--- src/rtl/lab4_g29_pkg.sv ---
// Shared definitions for the lab4_g29 mux arbiter: sizes, FSM state encoding,
// and the round-robin pick / one-hot helpers.
package lab4_g29_pkg;

    localparam int unsigned NUM_REQ = 4;
    localparam int unsigned DATA_W  = 4;

    // FSM state encoding
    typedef logic [0:0] state_t;
    localparam state_t StIdle  = 1'b0;
    localparam state_t StGrant = 1'b1;

    // First requester with req set, scanning ptr, ptr+1, ... modulo NUM_REQ.
    // Callers only use the result when at least one req bit is set.
    function automatic logic [1:0] rr_pick(input logic [0:NUM_REQ-1] req,
                                           input logic [1:0]         ptr);
        logic [1:0] idx;
        logic       found;
        rr_pick = ptr;
        found   = 1'b0;
        for (int i = 0; i < NUM_REQ; i++) begin
            idx = ptr + 2'(i);
            if (!found && req[idx]) begin
                rr_pick = idx;
                found   = 1'b1;
            end
        end
    endfunction

    // One-hot vector with bit idx set (bit 0 = requester 0 = leftmost).
    function automatic logic [0:NUM_REQ-1] onehot(input logic [1:0] idx);
        onehot      = '0;
        onehot[idx] = 1'b1;
    endfunction

endpackage

--- src/rtl/lab4_g29_mux_arb_mux4.sv ---
// The group's 4-bit 4:1 mux. sel_i[0] picks within a pair (a/b, c/d),
// sel_i[1] picks the pair.
module lab4_g29_mux_arb_mux4
    import lab4_g29_pkg::*;
(
    input  logic [0:DATA_W-1] a_i,
    input  logic [0:DATA_W-1] b_i,
    input  logic [0:DATA_W-1] c_i,
    input  logic [0:DATA_W-1] d_i,
    input  logic [0:1]        sel_i,
    output logic [0:DATA_W-1] y_o
);

    // Data select; index = 2*sel_i[1] + sel_i[0]
    always_comb begin
        y_o = a_i;
        case ({sel_i[1], sel_i[0]})
            2'd0:    y_o = a_i;
            2'd1:    y_o = b_i;
            2'd2:    y_o = c_i;
            2'd3:    y_o = d_i;
            default: y_o = a_i;
        endcase
    end

endmodule

--- src/rtl/lab4_g29_mux_arb.sv ---
// Round-robin arbiter/sequencer sharing the 4:1 mux among four requesters.
// Grants one requester for up to MAX_BURST accepted beats, then releases
// through one IDLE cycle. Optional feature macro: LAB4_G29_LOCK_EN adds a
// `lock` input that suspends the burst limit while the owner holds it.
module lab4_g29_mux_arb
    import lab4_g29_pkg::*;
#(
    parameter int unsigned MAX_BURST = 4
) (
    input  logic              clk,
    input  logic              rst_n,
    input  logic [0:DATA_W-1] a,
    input  logic [0:DATA_W-1] b,
    input  logic [0:DATA_W-1] c,
    input  logic [0:DATA_W-1] d,
    input  logic [0:NUM_REQ-1] req,
`ifdef LAB4_G29_LOCK_EN
    input  logic              lock,
`endif
    output logic [0:NUM_REQ-1] gnt,
    output logic [0:1]        sel,
    output logic [0:DATA_W-1] y,
    output logic              y_valid,
    input  logic              y_ready,
    output logic              busy
);

    state_t             state_q, state_d;
    logic [0:NUM_REQ-1] gnt_q, gnt_d;
    logic [0:1]         sel_q, sel_d;
    logic [3:0]         cnt_q, cnt_d;
    logic [1:0]         ptr_q, ptr_d;

    logic [1:0] owner;
    logic [1:0] pick;
    logic       owner_req;
    logic       accept;
    logic       at_limit;
    logic       lock_eff;
    logic [4:0] cnt_inc;

`ifdef LAB4_G29_LOCK_EN
    assign lock_eff = lock;
`else
    assign lock_eff = 1'b0;
`endif

    // Owner decode from the registered select and handshake terms
    always_comb begin
        owner     = {sel_q[1], sel_q[0]};
        owner_req = req[owner];
        y_valid   = (state_q == StGrant) && owner_req;
        accept    = y_valid && y_ready;
        cnt_inc   = {1'b0, cnt_q} + 5'd1;
        at_limit  = (cnt_inc >= 5'(MAX_BURST));
        pick      = rr_pick(req, ptr_q);
    end

    // Arbiter FSM, beat counter and round-robin pointer next state
    always_comb begin
        state_d = state_q;
        gnt_d   = gnt_q;
        sel_d   = sel_q;
        cnt_d   = cnt_q;
        ptr_d   = ptr_q;
        case (state_q)
            StIdle: begin
                if (|req) begin
                    gnt_d   = onehot(pick);
                    sel_d   = {pick[0], pick[1]};
                    cnt_d   = 4'd0;
                    state_d = StGrant;
                end
            end
            StGrant: begin
                // sel is left alone on release so y keeps showing the last owner
                if (!owner_req || (accept && at_limit && !lock_eff)) begin
                    gnt_d   = '0;
                    ptr_d   = owner + 2'd1;
                    cnt_d   = 4'd0;
                    state_d = StIdle;
                end else if (accept) begin
                    // Saturate so a long locked burst cannot wrap the count
                    cnt_d = (cnt_q == 4'hF) ? cnt_q : cnt_inc[3:0];
                end
            end
            default: begin
                state_d = StIdle;
                gnt_d   = '0;
                cnt_d   = 4'd0;
            end
        endcase
    end

    // State registers, asynchronous active-low reset
    always_ff @(posedge clk or negedge rst_n) begin
        if (!rst_n) begin
            state_q <= StIdle;
            gnt_q   <= '0;
            sel_q   <= '0;
            cnt_q   <= 4'd0;
            ptr_q   <= 2'd0;
        end else begin
            state_q <= state_d;
            gnt_q   <= gnt_d;
            sel_q   <= sel_d;
            cnt_q   <= cnt_d;
            ptr_q   <= ptr_d;
        end
    end

    assign gnt  = gnt_q;
    assign sel  = sel_q;
    assign busy = (state_q == StGrant);

    lab4_g29_mux_arb_mux4 u_mux (
        .a_i   (a),
        .b_i   (b),
        .c_i   (c),
        .d_i   (d),
        .sel_i (sel_q),
        .y_o   (y)
    );

endmodule

--- config.mk ---
export PLATFORM = sky130hd
export DESIGN_NAME = lab4_g29_mux_arb
export DESIGN_NICKNAME = d
export VERILOG_FILES = /design/src/rtl/lab4_g29_pkg.sv /design/src/rtl/lab4_g29_mux_arb_mux4.sv /design/src/rtl/lab4_g29_mux_arb.sv
export SDC_FILE = /design/constraint.sdc
export NUM_CORES = 1
export LEC_CHECK = 0
export CORE_MARGIN = 4
export CORE_UTILIZATION = 30
export DETAILED_ROUTE_END_ITERATION = 6
export PLACE_DENSITY = 0.59
export SYNTH_ARGS = -nofsm -noshare
export SYNTH_HDL_FRONTEND = slang
export SYNTH_SLANG_ARGS = --single-unit
--- constraint.sdc ---
create_clock -name clk -period 2.3 [get_ports clk]
set_input_delay 0.46 -clock clk [delete_from_list [all_inputs] [get_ports clk]]
set_output_delay 0.46 -clock clk [all_outputs]
set_load 0.02 [all_outputs]
==> flow_summary.toml, run 1 <==
# physical design summary
[sta]
final-max-slew-violation-count = 0
hold_slack_ns = 0.5335
rsz0062_at_grt = "false"
period_used_pct = 94.94
maxSlewHeadroom_pct = 59.56
max_freq_mhz = 458.0

[setup_path]
crit_required_ns = 1.84
critPathBufInv = 3
end_kind = "primary output"
worstReg2RegStart = "sel[0]"
slowest_stage = "mux4_2"
cp_top_family = "buffers and inverters"

[pwr]
worst_ir_drop_vdd_mv = 0.6876
clock_power_share_pct = 9.4
power.share.switching_pct = 42.67
pwr-share-comb_pct = 63.9
power_switching_mw = 0.6406
seqPwrFrac_pct = 26.7

[synth]
yosys.stat.seqShare_pct = 36.98
async_reset_ff_share_pct = 100.0
fp_nets = 115
syn_area_um2 = 879.6
ys_area_um2 = 879.6
yosys-stat-cells = 86
avgSynthCellArea_um2 = 10.23

[hold_path]
hp-class = "register to register"

[run_status]
status = "finished, final reports clean"

[cts]
cts_buffer_depth = 2

[global_routing]
grt-ovfl-total = 0

[floorplanning]
ioPinCount = 35
die_h_um = 62.15

[cells_and_area]
area.combinational_um2 = 510.5

[job]
max-cap-violations = 0
==> run 1: cells in the final DEF (no fill, tap or decap), types with 3 or more instances in the layout <==
master / instances
a222oi_1: 4
clkbuf_2: 3
clkdlybuf4s50_1: 29
o22ai_1: 3
ha_1: 6
dfrtp_1: 12
nor2b_1: 5
nor2_1: 6
clkbuf_4: 3
inv_1: 9
nand2_1: 7
buf_4: 11
mux2i_1: 4
==> run 1: tightest hold or removal path, delay by kind of cell (launching register included) <==
family	cells	cell delay, ns
AND-OR/OR-AND	1	0.06
flip-flops	1	0.38
AND/OR/NAND/NOR	1	0.06
==> run 1: final cells by class <==
class,count,share of cell area [%]
Multi-Input combinational cell,61,38.02
Tap cell,31,2.889
Clock buffer,4,1.957
Sequential cell,13,24.32
Timing Repair Buffer,45,30.01
Inverter,10,2.796
==> run 1: Yosys cell counts, types with 2 or more instances <==
library cell	instances	area, um^2
nand2_1	8	30.03
dfrtp_1	13	325.3
o31ai_1	2	15.01
inv_1	9	33.78
ha_1	6	75.07
o21ai_0	2	10.01
o22ai_1	3	18.77
mux2_2	2	22.52
o2bb2ai_1	2	17.52
mux2i_1	4	40.04
nor2b_1	5	31.28
mux2_4	2	30.03
a222oi_1	4	40.04
nor2_1	6	22.52
==> run 1: worst min-delay path by stage <==
stage / slack (ns) / cells past startpoint / end / from
final: 0.53 / 2 / gnt[0] / gnt[0]
after global routing: 0.56 / 2 / gnt[3] / gnt[3]
after CTS: 0.53 / 2 / cnt_q[3] / cnt_q[3]
after detailed placement: 0.52 / 2 / cnt_q[3] / cnt_q[3]
after global placement: 0.50 / 2 / cnt_q[3] / cnt_q[3]
after floorplan: 0.16 / 0 / busy / rst_n
==> run 1: sequential cells by signal, summed over array words and instances, names as in the netlist <==
signal,count
sel,2
ptr_q,2
gnt,4
cnt_q,4
busy,1
==> run 1: cell families after synthesis <==
logic type	after synthesis	share of synthesized area [%]
flops	13	36.98
simple gates	24	14.79
compound gates	22	21.34
mux	9	13.09
fa+ha+maj	6	8.535
buf+inv	12	5.262
==> run 1: metrics by stage <==
stage | worst slack, ns | setup TNS (ns)
2_1_floorplan | 0.4229 | 0
3_3_place_gp | -0.2728 | -0.3620
3_5_place_dp | -0.2608 | -0.3796
4_1_cts | -0.01148 | -0.01148
5_1_grt | 0.008360 | 0
6_report | 0.1164 | 0
==> run 1: layer usage <==
metal / vias up / global-route usage [%] / wire length, um
met2: 35 / 19.56 / 1013
met3: 2 / 4.144 / 200
met1: 404 / 16.78 / 1116
met4: 0 / 4.878 / 13
met5: - / 0 / 0
li1: 410 / - / -
==> run 1: power by group through the flow <==
stage          clock network [mW]  registers, mW  logic [mW]
2_1_floorplan                   0          0.446       0.544
3_3_place_gp                    0          0.402       0.980
3_5_place_dp                    0          0.410       0.988
4_1_cts                     0.149          0.409       0.957
5_1_grt                     0.159          0.417        1.05
6_report                    0.142          0.401       0.959
==> run 1: repair_timing <==
item	CTS	global route
buffers inserted	0	1
pin swaps	0	3
resized	8	9
endpoints found under the setup margin	5	5
Fig. 1: run 1, M1 wires
Supply wires on this layer in grey.
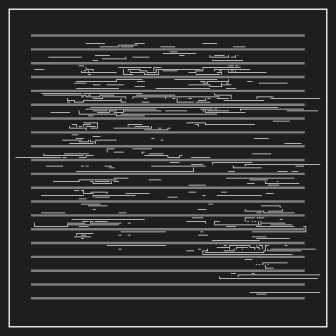
wire length on this layer = 1120 um
longest straight run = 36.8 um
share of all routed wire = 48%
main direction = horizontal

Fig. 2: run 1, signal wires on met3
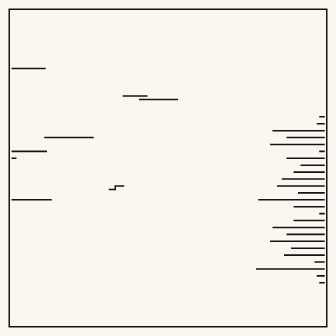
wire length on this layer = 200 um
longest straight run = 13.2 um
main direction = horizontal

Fig. 3: run 1, met2 routing
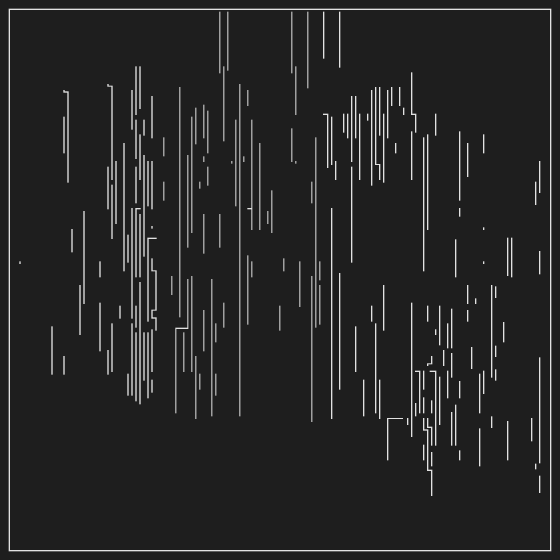
longest straight run = 38.1 um
share of all routed wire = 43%
nets with wire on the layer = 145

--- run 2 (diff from run 1) ---
--- a/config.mk
+++ b/config.mk
@@ -5,6 +5,7 @@
 export SDC_FILE = /design/constraint.sdc
 export NUM_CORES = 1
 export LEC_CHECK = 0
+export CORE_ASPECT_RATIO = 2
 export CORE_MARGIN = 4
 export CORE_UTILIZATION = 30
 export DETAILED_ROUTE_END_ITERATION = 6
==> run 2 against run 1 <==
  * Cell count is 1.2% higher
  * Largest power group unchanged
  * Sequential power barely moved
  * Utilization up 2.3 points
  * First-iteration DRC count fell by 67%
  * Area after synthesis did not move
  * Combinational power increased by 6%
  * Critical path depth is the same
==> flow_summary.toml, run 2 <==
# physical design summary
[pwr]
worst_ir_drop_vdd_mv = 0.6480

[synth]
async_reset_ff_share_pct = 100.0
top_cells_by_area = "dfrtp_1, ha_1, a222oi_1"
yosys-stat-cells = 86
yosysMostFrequentCell = "dfrtp_1"
synth.top_cell.area_share_pct = 36.98
ys_area_um2 = 879.6
fp_nets = 115
yosys.stat.seqShare_pct = 36.98

[setup_path]
cp_top_family = "buffers and inverters"
slowest_stage = "mux4_2"
critPathBufInv = 3
end_kind = "primary output"
crit_required_ns = 1.84

[cells_and_area]
area.combinational_um2 = 510.5

[floorplanning]
ioPinCount = 35
die_h_um = 84.58

[hold_path]
hold_start = "gnt[1]"
hp-class = "register to register"
min_to = "gnt[1]"

[run_status]
status = "finished, final reports clean"

[sta]
setup_ws_ns = 0.03517
max_freq_mhz = 441.5
final-max-slew-violation-count = 0
period_used_pct = 98.47

[global_routing]
grt-ovfl-total = 0

[cts]
cts_buffer_depth = 2
==> run 2: cell counts after synthesis <==
No cell type changed its count.
==> run 2: kinds of logic (layout without fill, tap and decap cells) <==
group,count (synthesis),in the layout,synth area share (%)
simple gates,24,24,14.79
fa+ha+maj,6,6,8.535
flops,13,13,36.98
compound gates,22,22,21.34
buf+inv,12,63,5.262
mux,9,9,13.09
==> run 2: worst max-delay path by stage <==
stage            from       to  slack (ns)  cells after the start
2_1_floorplan  sel[0]     y[0]        0.42                      4
3_3_place_gp   req[3]  y_valid       -0.25                      5
3_5_place_dp   req[2]  y_valid       -0.24                      5
4_1_cts        sel[0]     y[0]        0.01                      5
5_1_grt        req[2]  y_valid      -0.001                      5
6_report       req[2]  y_valid        0.04                      5
==> run 2: through the flow <==
| step | TNS [ns] | hold WS [ns] | area (um^2) | power (mW) |
|---|---|---|---|---|
| floorplan | 0 | 0.1644 | 879.6 | 0.9903 |
| global placement | -0.4513 | 0.5060 | 1345 | 1.428 |
| detailed placement | -0.4223 | 0.5241 | 1345 | 1.447 |
| CTS | 0 | 0.5316 | 1388 | 1.617 |
| global route | -0.001182 | 0.5600 | 1401 | 1.742 |
| finish | 0 | 0.5273 | 1401 | 1.626 |
==> run 2: worst min-delay path: cells and delay by family (launching register included) <==
kind | cells | cell delay (ns)
DFF | 1 | 0.37
and+or+nand+nor | 1 | 0.06
AOI/OAI and AO/OA | 1 | 0.06
==> run 2: layer usage <==
metal  wire length [um]  track usage [%]  vias up  share of wire [%]
met5                  0                0        -                  0
met4                 46            6.218        0                1.9
met3                229            3.004        4                9.4
met2               1325            24.12       33                 54
met1                843            12.68      389                 34
li1                   -                -      415                  -
==> run 2: layout make-up <==
type                            count  area share (%)
Multi-Input combinational cell     61           36.43
Clock buffer                        4           3.214
Timing Repair Buffer               49           31.79
Tap cell                           29           2.589
Inverter                           10           2.679
Sequential cell                    13           23.30
==> run 2: where the power goes <==
group / total [mW] / leakage [nW] / switching [mW] / internal, mW
registers: 0.402 / 0.166 / 0.0899 / 0.312
logic: 1.02 / 0.466 / 0.487 / 0.536
clock network: 0.201 / 0.0228 / 0.0788 / 0.122
total: 1.63 / 0.654 / 0.656 / 0.969
==> run 2: repair_timing <==
item | in CTS | in global routing
buffers inserted | 0 | 2
endpoints found under the hold margin | 0 | 0
setup endpoints to repair | 5 | 2
pin swaps | 1 | 1
resized | 8 | 3
Fig. 4: run 2, wire density map
Scale bar: 10 um. 9 x 17 tiles, from dark purple (low) to yellow (high), scaled to the fullest tile. Values are wire area over tile area, all layers added.
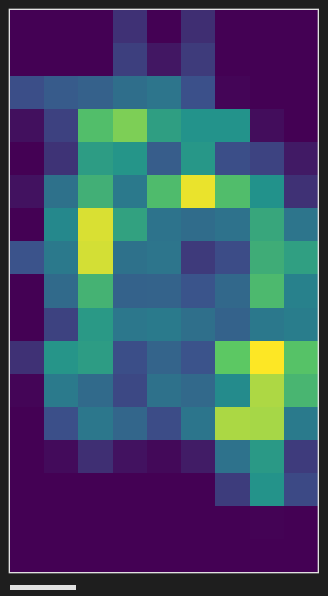
emptiest ninth of the die = bottom left
tiles over half the peak = 22%
densest ninth of the die = right middle

Fig. 5: run 2, M1 wires
Supply wires on this layer in grey.
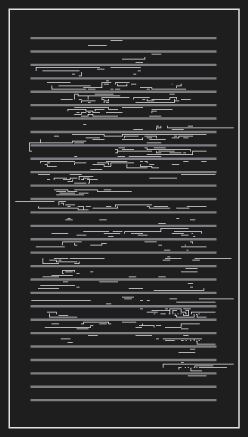
wire length on this layer = 843 um
main direction = horizontal

Fig. 6: run 2, signal wires on met3
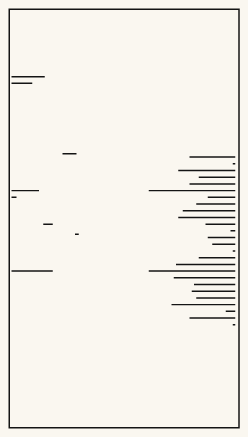
wire length on this layer = 229 um
nets with wire on the layer = 32
share of all routed wire = 9.4%

--- run 3 (diff from run 2) ---
--- a/config.mk
+++ b/config.mk
@@ -5,6 +5,7 @@
 export SDC_FILE = /design/constraint.sdc
 export NUM_CORES = 1
 export LEC_CHECK = 0
+export CAP_MARGIN = 20
 export CORE_ASPECT_RATIO = 2
 export CORE_MARGIN = 4
 export CORE_UTILIZATION = 30
@@ -13,3 +14,4 @@
 export SYNTH_ARGS = -nofsm -noshare
 export SYNTH_HDL_FRONTEND = slang
 export SYNTH_SLANG_ARGS = --single-unit
+export TNS_END_PERCENT = 20
==> run 3 against run 2 <==
  * Count of clock-buffer cells in the layout stayed put
  * First-iteration DRC count stayed put
  * Sequential share of layout area stayed put
  * Routed wire length stayed put
  * Area after synthesis stayed put
  * Non-clock buffer count stayed put
  * Clock power hardly changed
  * Via count stayed put
  * Largest cell class unchanged
  * Largest power group unchanged
==> flow_summary.toml, run 3 <==
# physical design summary
[synth]
fp_nets = 115
synth-simple-area-share_pct = 14.79
top_area_cell = "dfrtp_1"
aoi_share_pct = 21.34
top_logic_kind = "AND-OR/OR-AND gates"
synth.top_cell.area_share_pct = 36.98
yosys.stat.seqShare_pct = 36.98
syn_area_um2 = 879.6
top_cells_by_area = "dfrtp_1, ha_1, a222oi_1"
adder_share_pct = 8.535
ys_area_um2 = 879.6
yosys-stat-cells = 86
avgSynthCellArea_um2 = 10.23
async_reset_ff_share_pct = 100.0
yosysMostFrequentCell = "dfrtp_1"
top_cells_by_count = "dfrtp_1, inv_1, nand2_1, ha_1, nor2_1"

[cells_and_area]
flop_area_um2 = 326.6
lay_top_cells = "clkdlybuf4s50_1, buf_4, dfrtp_1, inv_1, nand2_1"
lay_top_count = "clkdlybuf4s50_1"
area.combinational_um2 = 510.5

[hold_path]
hp-class = "register to register"

[sta]
maxSlewHeadroom_pct = 60.08
setup_ws_ns = 0.03517
period_used_pct = 98.47

[setup_path]
path_depth = 5
worstSetupEndpoint = "y_valid"
cp_top_family = "buffers and inverters"
end_kind = "primary output"
critPathLaunch = "req[2]"
critPathBufInv = 3

[global_routing]
grt-ovfl-total = 0

[pwr]
power_switching_mw = 0.6560
finalPower_mw = 1.626
clock_power_share_pct = 12.4
p_int_mw = 0.9695
worst_ir_drop_vdd_mv = 0.6480
p_leak_nw = 0.6539
power.share.switching_pct = 40.36
seqPwrFrac_pct = 24.7

[cts]
cts_buffer_depth = 2

[run_status]
status = "finished, final reports clean"

[job]
max-cap-violations = 0
run 3: cell counts in the layout (fill, tap and decap cells not counted):
No cell type changed its count.
run 3: area by class of cell:
| class | instances | area share (%) |
|---|---|---|
| Clock buffer | 4 | 3.214 |
| Inverter | 10 | 2.679 |
| Multi-Input combinational cell | 61 | 36.43 |
| Sequential cell | 13 | 23.30 |
| Tap cell | 29 | 2.589 |
| Timing Repair Buffer | 49 | 31.79 |
run 3: tightest hold or removal path: stages (launching register included):
cell and delay (ns):
dfrtp_1 0.37, nand2_1 0.06, o2bb2ai_1 0.06
run 3: logic make-up (layout without fill, tap and decap cells):
| logic type | after synthesis | in the layout |
|---|---|---|
| compound gates | 22 | 22 |
| fa+ha+maj | 6 | 6 |
| buf+inv | 12 | 63 |
| flops | 13 | 13 |
| mux | 9 | 9 |
| simple gates | 24 | 24 |
run 3: repair_timing:
| action | CTS | global route |
|---|---|---|
| buffers inserted | 0 | 2 |
| setup endpoints to repair | 5 | 2 |
| resized | 8 | 3 |
| pin swaps | 1 | 1 |
run 3: power by group through the flow:
stage	clock [mW]	combinational [mW]	sequential [mW]
final	0.201	1.02	0.402
after global placement	0	1.02	0.407
after floorplan	0	0.544	0.446
after global routing	0.215	1.11	0.418
after detailed placement	0	1.03	0.412
after CTS	0.203	1.00	0.411
run 3: how the worst min path moves through the flow:
stage               startpoint       end  depth (start not counted)
detailed placement      gnt[1]    gnt[1]                          2
global route          cnt_q[3]  cnt_q[3]                          2
floorplan                rst_n      busy                          0
CTS                     gnt[1]    gnt[1]                          2
global placement      cnt_q[3]  cnt_q[3]                          2
finish                  gnt[1]    gnt[1]                          2
run 3: metrics by stage:
step / cell area, um^2 / util [%] / instances / TNS, ns
finish: 1401 / 50.59 / 166 / 0
global route: 1401 / 50.59 / 166 / -0.001182
CTS: 1388 / 50.09 / 164 / 0
detailed placement: 1345 / 48.55 / 160 / -0.4223
global placement: 1345 / 48.55 / 160 / -0.4513
floorplan: 879.6 / - / 86 / 0
run 3: per-layer routing:
metal	global-route usage [%]	vias up	share of wire, %
met1	12.68	389	34
met5	0	-	0
li1	-	415	-
met4	6.218	0	1.9
met2	24.12	33	54
met3	3.004	4	9.4
Fig. 7: run 3, met2 routing
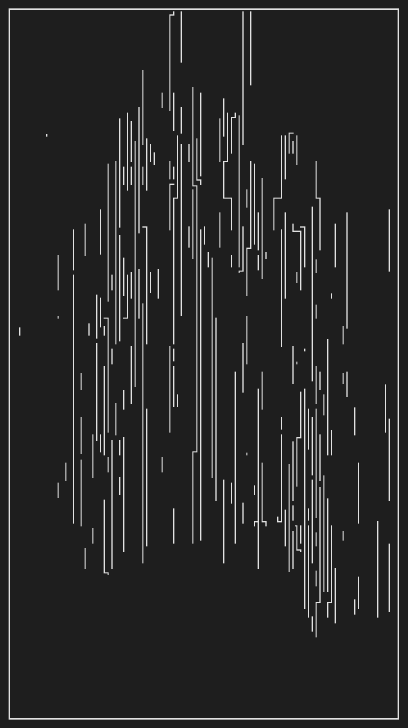
share of all routed wire = 54%
longest straight run = 37.1 um
nets with wire on the layer = 149

Fig. 8: run 3, wire density map
Scale bar: 10 um. 9 x 17 tiles, from dark purple (low) to yellow (high), scaled to the fullest tile. Values are wire area over tile area, all layers added.
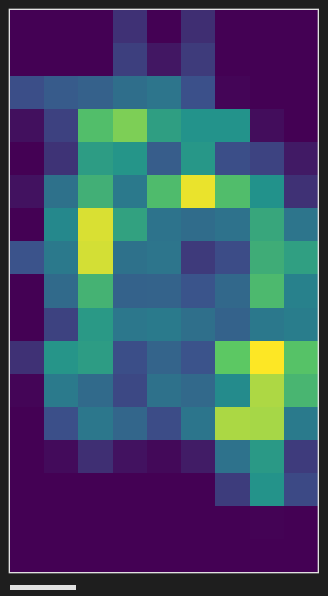
nearly empty tiles = 31%
fullest tile = 0.38
mean over tiles = 0.10
emptiest ninth of the die = bottom left
densest ninth of the die = right middle
tiles over half the peak = 22%

Fig. 9: run 3, M1 wires
Supply wires on this layer in grey.
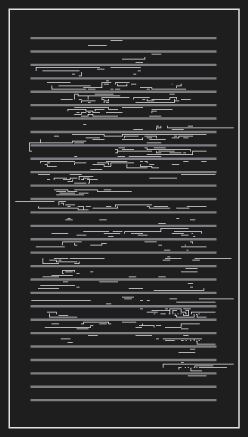
wire length on this layer = 843 um
share of all routed wire = 34%
nets with wire on the layer = 140
main direction = horizontal
longest straight run = 17.0 um

Power figures rest on the tool's default switching activity, not on a simulated workload.
